`src/rtl/count_sweep_ctrl.sv`:
```
// Sweep controller for an external 8-bit up/down counter: drives m/load/data_out so the
// counter walks a lo->hi->lo triangle, keeps a shadow count and flags lockstep loss.
module count_sweep_ctrl #(
  parameter int WIDTH = 8
) (
  input  logic             clk,
  input  logic             rst,
  input  logic             start,
  input  logic             stop,
  input  logic [WIDTH-1:0] lo,
  input  logic [WIDTH-1:0] hi,
  input  logic [7:0]       n_sweeps,
  input  logic [WIDTH-1:0] count_fb,
  input  logic             err_clr,
  output logic             m,
  output logic             load,
  output logic [WIDTH-1:0] data_out,
  output logic             busy,
  output logic [7:0]       sweep_cnt,
  output logic             sweep_done,
  output logic             sync_err
);

  typedef enum logic [1:0] {
    ST_IDLE = 2'd0,
    ST_UP   = 2'd1,
    ST_DOWN = 2'd2
  } state_t;

  localparam logic [WIDTH-1:0] ONE = {{(WIDTH-1){1'b0}}, 1'b1};

  state_t           state_q;
  logic [WIDTH-1:0] sh_q, sh_d;
  logic [WIDTH-1:0] lo_q, hi_q, data_out_q;
  logic [7:0]       n_q, sweep_cnt_q, cnt_inc_s;
  logic             m_q, load_q, busy_q, done_q, err_q;
  logic             mismatch_s;

  // Shadow of the counter's next value and the lockstep comparison against its output
  always_comb begin
    sh_d       = load_q ? data_out_q : (m_q ? sh_q + ONE : sh_q - ONE);
    mismatch_s = (count_fb != sh_q);
    cnt_inc_s  = (sweep_cnt_q == 8'hFF) ? 8'hFF : sweep_cnt_q + 8'd1;
  end

  // Sweep state machine with all counter controls and status registered
  always_ff @(posedge clk or posedge rst) begin
    if (rst) begin
      state_q     <= ST_IDLE;
      sh_q        <= '0;
      lo_q        <= '0;
      hi_q        <= '0;
      n_q         <= 8'd0;
      m_q         <= 1'b0;
      load_q      <= 1'b1;
      data_out_q  <= '0;
      busy_q      <= 1'b0;
      sweep_cnt_q <= 8'd0;
      done_q      <= 1'b0;
      err_q       <= 1'b0;
    end else begin
      sh_q   <= sh_d;
      done_q <= 1'b0;
      if (mismatch_s) begin
        err_q <= 1'b1;
      end else if (err_clr) begin
        err_q <= 1'b0;
      end else begin
        err_q <= err_q;
      end
      case (state_q)
        ST_IDLE: begin
          load_q     <= 1'b1;
          data_out_q <= sh_d;
          busy_q     <= 1'b0;
          if (start && !stop && (lo < hi)) begin
            lo_q        <= lo;
            hi_q        <= hi;
            n_q         <= n_sweeps;
            sweep_cnt_q <= 8'd0;
            data_out_q  <= lo;
            busy_q      <= 1'b1;
            state_q     <= ST_UP;
          end
        end
        ST_UP, ST_DOWN: begin
          // Abort or lockstep loss freezes the counter at the value it just took
          if (stop || mismatch_s) begin
            state_q    <= ST_IDLE;
            load_q     <= 1'b1;
            data_out_q <= sh_d;
            busy_q     <= 1'b0;
          end else if (state_q == ST_UP) begin
            load_q <= 1'b0;
            if (sh_d == hi_q) begin
              m_q     <= 1'b0;
              state_q <= ST_DOWN;
            end else begin
              m_q <= 1'b1;
            end
          end else begin
            load_q <= 1'b0;
            if (sh_d == lo_q) begin
              sweep_cnt_q <= cnt_inc_s;
              if ((n_q != 8'd0) && (cnt_inc_s == n_q)) begin
                done_q     <= 1'b1;
                state_q    <= ST_IDLE;
                load_q     <= 1'b1;
                data_out_q <= lo_q;
                busy_q     <= 1'b0;
              end else begin
                m_q     <= 1'b1;
                state_q <= ST_UP;
              end
            end else begin
              m_q <= 1'b0;
            end
          end
        end
        default: begin
          state_q    <= ST_IDLE;
          load_q     <= 1'b1;
          data_out_q <= sh_d;
          busy_q     <= 1'b0;
        end
      endcase
    end
  end

  assign m          = m_q;
  assign load       = load_q;
  assign data_out   = data_out_q;
  assign busy       = busy_q;
  assign sweep_cnt  = sweep_cnt_q;
  assign sweep_done = done_q;
  assign sync_err   = err_q;

endmodule

```
`config.mk`:
```
export PLATFORM = sky130hd
export DESIGN_NAME = count_sweep_ctrl
export DESIGN_NICKNAME = d
export VERILOG_FILES = /design/src/rtl/count_sweep_ctrl.sv
export SDC_FILE = /design/constraint.sdc
export NUM_CORES = 1
export LEC_CHECK = 0
export ABC_AREA = 1
export CAP_MARGIN = 30
export CORE_MARGIN = 2
export CORE_UTILIZATION = 30
export DETAILED_ROUTE_END_ITERATION = 6
export HOLD_SLACK_MARGIN = 0.03
export PLACE_DENSITY_LB_ADDON = 0.15
export RECOVER_POWER = 100
export SLEW_MARGIN = 10
export SYNTH_ARGS = -nofsm -noshare
export SYNTH_HDL_FRONTEND = slang
export SYNTH_SLANG_ARGS = --single-unit
```
`constraint.sdc`:
```
create_clock -name clk -period 3.05 [get_ports clk]
set_input_delay 0.61 -clock clk [delete_from_list [all_inputs] [get_ports clk]]
set_output_delay 0.61 -clock clk [all_outputs]
set_load 0.005 [all_outputs]
```
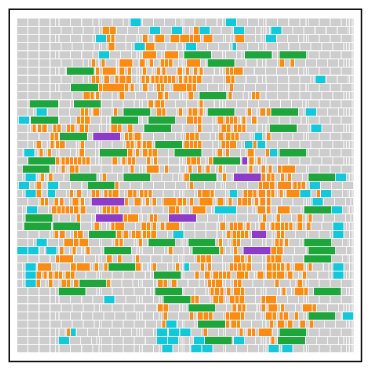
Figure 1: run 1, cell classes on the final placement.
(3 px per um) Fill, decap, tap and diode cells in gray.
legend:
  purple:
    class: clock drivers and dummy loads
    cells: 8
  cyan:
    class: remaining buffers and delay cells
    cells: 67
  orange:
    class: remaining logic cells
    cells: 492
  green:
    class: registers
    cells: 55
Core Region: 12,520 um^2
Util after Layout: 37.90%

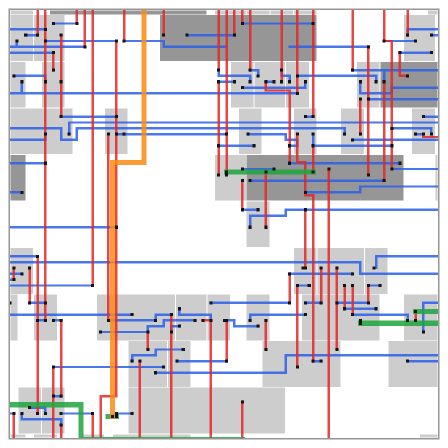
Figure 2: run 1, a small window of the routed layout.
Region (46, 46) to (71, 71) um. Cells in gray, sequential cells in the stronger gray; small squares are vias.
legend:
  orange:
    layer: M4
  green:
    layer: M3
  blue:
    layer: M1
  red:
    layer: M2
cells with their middle in the window: 36
netlist names of flops here include: hi_q (1), lo_q (1)
sequential cells in the window: 2
most frequent: nand2_1 (14), inv_1 (5)

==> results.txt, run 1 <==
run metrics: list of most frequent post-synthesis cells=nand2_1 (219), inv_1 (72), nand3_1 (56), register share after synthesis=35.99%, Port Buffer Count=~57, initial antenna violation count=0, Non-clock buffers, area share=between 10 and 15%, Worst Tran Pin Value=1.453 ns, dpl cells=between 700 and 800, max incr delay on CP=0.49 ns, switching power total=1.527 mW, Worst Hold Class=reg2reg, Nets at Floorplan=614, FF+latch area=1378 um^2, Synth Flop Type=dfrtp_1, r2r startpoint=m, Comb area share=42.99%, Die W=117.0 um, first-pass GRT wire length=roughly 17,000 um, hold endpoint=busy, P_seq=1.19 mW, Critical path origin=m, GRT met2 Usage=25.78%, reg2reg setup slack=0.32 ns, Largest cell class=multi-input combinational cells, met1 Use GR=roughly a fifth, Yosys Instances=559, Root Buffer=clkbuf_16, Comb area=2039 um^2, Synth Area in Adders=6.080%, Max VDD drop=a little under 0.0003 V, final hold slack=0.5156 ns, Synth area leader=dfrtp_1, crit path to=sweep_cnt[4], count of non-CTS inverters in the layout=77, pwr/cell area=761.2 nW/um^2, Worst EP required=3.23 ns, post-layout period usage of the worst path=89.50%, Avg WL per Cell=12.85 um, GRT Total Usage=roughly 16%, dpl hpwl=7848 um, synth-to-layout area growth=23.96%, OpenROAD warning count=28, clock power share=18.9%, dominant logic cell type in the layout=nand2_1, placer congestion estimate=approximately 0.86, TritonCTS clock tree=yes, DR WL met2=~4700 um, Synth Area in XOR/XNOR=2.288%, Die Y=roughly 120 um, M3 GR Usage=between 2 and 2.5%, Post-Synthesis Cells=~560, fmax=0.3663 GHz, Final Cell Area=4745 um^2, number of gates resized after CTS=0, Reg power frac=approximately 33%, Tmin final=2.730 ns, CP Data Arrival Time=approximately 2.9 ns, M1 WL=4898 um, Crit path buffers/inverters=1, Pint=2.084 mW, share of cells above drive strength 1=6.270%, Setup Buffers After CTS=0, Simple-Gate Area Share=38.80%, Repair and plain buffers=67, number of logic gates=415, Setup TNS=0 ns, final setup vio count=0, Top Consumer=combinational logic, critical path fanouts, max=16, seq_cells=55, Nets=about 680, Final clock-cell share=3.666%, Post-Synth AOI/OAI Area=7.159%, Die ar.=roughly 14,000 um^2, vias in the first global route=roughly 3.5k, Seq cells post-synth=55, worst slack, placed=about 0.19 ns, average cell area after synthesis=6.847 um^2, count leader, synth=nand2_1, Post-CTS Hold Fix Bufs=0, Final ANT Viol Nets=0, clock slew at reported path FFs=0.07 ns, RSZ-0062 raised after global routing=no, Routed WL=10,200 um, reg2reg end=sweep_cnt[4], clock buf count=6, drc violations=0, Mapped Area=3827 um^2, YS chip area=3827 um^2, Overall Power=3.611 mW, Crit path depth=16, Worst Setup Slack, final=0.3202 ns, FILL cells=1,372, status=finished, final reports clean, asr flop ratio synth=100.0%, Ant. Diodes=0, worst path cell trace=inv_1, ha_1, a21oi_1, nand2_1, nand2_1, nand3_1, nand2_1, nand2_1, nand2_1, nand3_2, nor2_4, nand2_1, nand2_1, nand2_4, nand2_1, o21ai_0, non-filler instance count after layout=794, Seq/total area=29.03%, vias post-DR=~3.6k, top cells by area=dfrtp_1 (35%), nand2_1 (21%), nand3_1 (7.3%), inv_1 (7.1%), ha_1 (5.6%), total number of yosys warnings=0, busiest grt layer=met2, vias per cell=4.571, Post-synth EDFFs=0, final max-slew violation count=0, Slowest-stage cell, CP=dfrtp_1, Max-area cell share=a little over a third, Detailed Route Iter0 Violations=181, switch share=42.28%, Worst Hold Depth=2
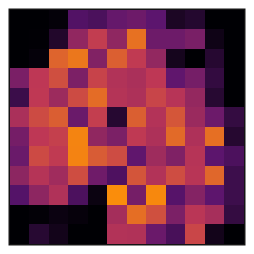
Figure 3: run 1, cell density map.
(2 px per um) 12 x 12 tiles, from black (low) to pale yellow (high), 0 to 100% covered.
fullest tile: 75%
mean over tiles: 33%
nearly empty tiles: 15%
FP Util: 30.58%

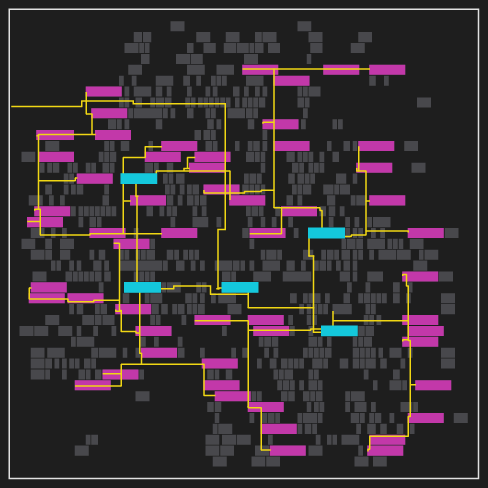
Figure 4: run 1, clock distribution.
(4 px per um)
legend:
  yellow:
    item: clock wires
    length: 852 um
  cyan:
    item: clock-net drivers
    count: 5
  magenta:
    item: flip-flops
    count: 55
flops lie: widely spread
routed clock nets: 6
Worst-Skew Late Latency: 0.30 ns
Clock Power: 0.681 mW
Clock Skews: 0.006834 ns

## Run 2: what changed since run 1
Settings changed: ABC_CLOCK_PERIOD_IN_PS from default to 3050, HOLD_SLACK_MARGIN 0.03 to default, TNS_END_PERCENT from default to 1.
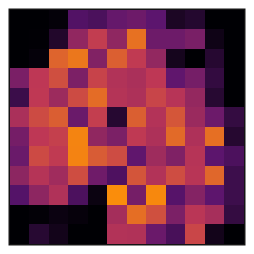
Figure 5: run 2, cell density map.
(2 px per um) 12 x 12 tiles, from black (low) to pale yellow (high), 0 to 100% covered.
tiles over 75% full: 0.70%
mean over tiles: 33%
nearly empty tiles: 15%
emptiest ninth of the die: upper right

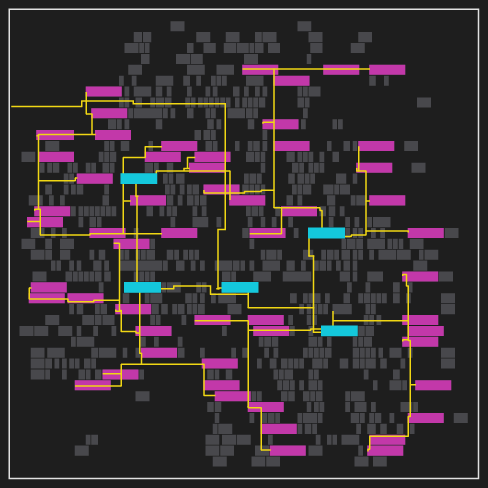
Figure 6: run 2, clock distribution.
(4 px per um)
legend:
  yellow:
    item: clock wires
    length: 852 um
  cyan:
    item: clock-net drivers
    count: 5
  magenta:
    item: flip-flops
    count: 55
routed clock nets: 6
clock power share: 18.9%

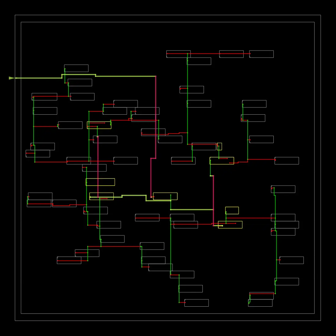
Figure 7: run 2, clock wiring as the flow saved it.
TritonCTS Buffers: 5
clk sinks: 55
clock buf count: 6
seq_cells: 55

==> run 2 against run 1 <==
Effect of this change:
- cell count unchanged
- sequential cell count is the same
- count of clock-buffer cells in the layout stayed put
- critical path type unchanged
- total power unchanged
- highest routed layer unchanged
- sequential power about the same
==> results.txt, run 2 <==
run metrics: Top Consumer=combinational logic, Critical path origin=m, dominant logic cell type in the layout=nand2_1, Seq cells post-synth=55 (unchanged), Repair and plain buffers=67 (unchanged), worst path cell trace=inv_1, ha_1, a21oi_1, nand2_1, nand2_1, nand3_1, nand2_1, nand2_1, nand2_1, nand3_2, nor2_4, nand2_1, nand2_1, nand2_4, nand2_1, o21ai_0, Setup Buffers After CTS=0 (unchanged), P_seq=1.19 mW (about the same), Post-CTS Hold Fix Bufs=0 (unchanged), number of gates resized after CTS=0 (unchanged), Avg WL per Cell=12.85 um (unchanged), fmax=0.3663 GHz (unchanged), Nets at Floorplan=614 (unchanged), share of cells above drive strength 1=6.270% (unchanged), vias per cell=4.571 (unchanged), Clock Power=0.681 mW (about the same), list of most frequent post-synthesis cells=nand2_1 (219), inv_1 (72), nand3_1 (56), DR WL met2=4706 um (unchanged), Max VDD drop=0.0002918 V (unchanged), Yosys Instances=559 (unchanged), switching power total=1.527 mW (unchanged), Crit path depth=16 (unchanged), count of non-CTS inverters in the layout=77 (unchanged), post-layout period usage of the worst path=89.50% (unchanged), first-pass GRT wire length=16,630 um (unchanged), Die Y=117.0 um (unchanged), Worst Hold Class=reg2reg, critical path fanouts, max=16 (unchanged), Worst Setup Slack, final=0.3202 ns (unchanged), Comb area=2039 um^2 (unchanged), M3 GR Usage=2.472% (unchanged), Nets=676 (unchanged), max incr delay on CP=0.49 ns (about the same), busiest grt layer=met2, initial antenna violation count=0 (unchanged), Final Cell Area=4745 um^2 (unchanged), average cell area after synthesis=6.847 um^2 (unchanged), Final ANT Viol Nets=0 (unchanged), M1 WL=4898 um (unchanged), FF+latch area=1378 um^2 (unchanged), drc violations=0 (unchanged), Final clock-cell share=3.666% (unchanged), met1 Use GR=21.21% (unchanged), RSZ-0062 raised after global routing=no, GRT Total Usage=15.68% (unchanged), top cells by area=dfrtp_1 (35%), nand2_1 (21%), nand3_1 (7.3%), inv_1 (7.1%), ha_1 (5.6%), Seq/total area=29.03% (unchanged), synth-to-layout area growth=23.96% (unchanged), Tmin final=2.730 ns (unchanged), Setup TNS=0 ns (unchanged), Crit path buffers/inverters=1 (unchanged), Port Buffer Count=57 (unchanged), Util after Layout=37.90% (unchanged), r2r startpoint=m, Worst-Skew Late Latency=0.30 ns (about the same), final max-slew violation count=0 (unchanged), final hold slack=0.5156 ns (unchanged), Synth Area in XOR/XNOR=2.288% (unchanged), status=finished, final reports clean, Die ar.=13,680 um^2 (unchanged), Ant. Diodes=0 (unchanged), crit path to=sweep_cnt[4], Synth Area in Adders=6.080% (unchanged), total number of yosys warnings=0 (unchanged), worst slack, placed=0.1948 ns (unchanged), GRT met2 Usage=25.78% (unchanged), Routed WL=10,200 um (unchanged), reg2reg end=sweep_cnt[4], dpl hpwl=7848 um (unchanged), count leader, synth=nand2_1, Worst Hold Depth=2 (unchanged), Worst EP required=3.23 ns (about the same), final setup vio count=0 (unchanged), CP Data Arrival Time=2.91 ns (about the same), number of logic gates=415 (unchanged), Comb area share=42.99% (unchanged), Mapped Area=3827 um^2 (unchanged), Worst Tran Pin Value=1.453 ns (unchanged), vias in the first global route=3,454 (unchanged), dpl cells=786 (unchanged), asr flop ratio synth=100.0% (unchanged)
Power is estimated from default activity; no workload was simulated.
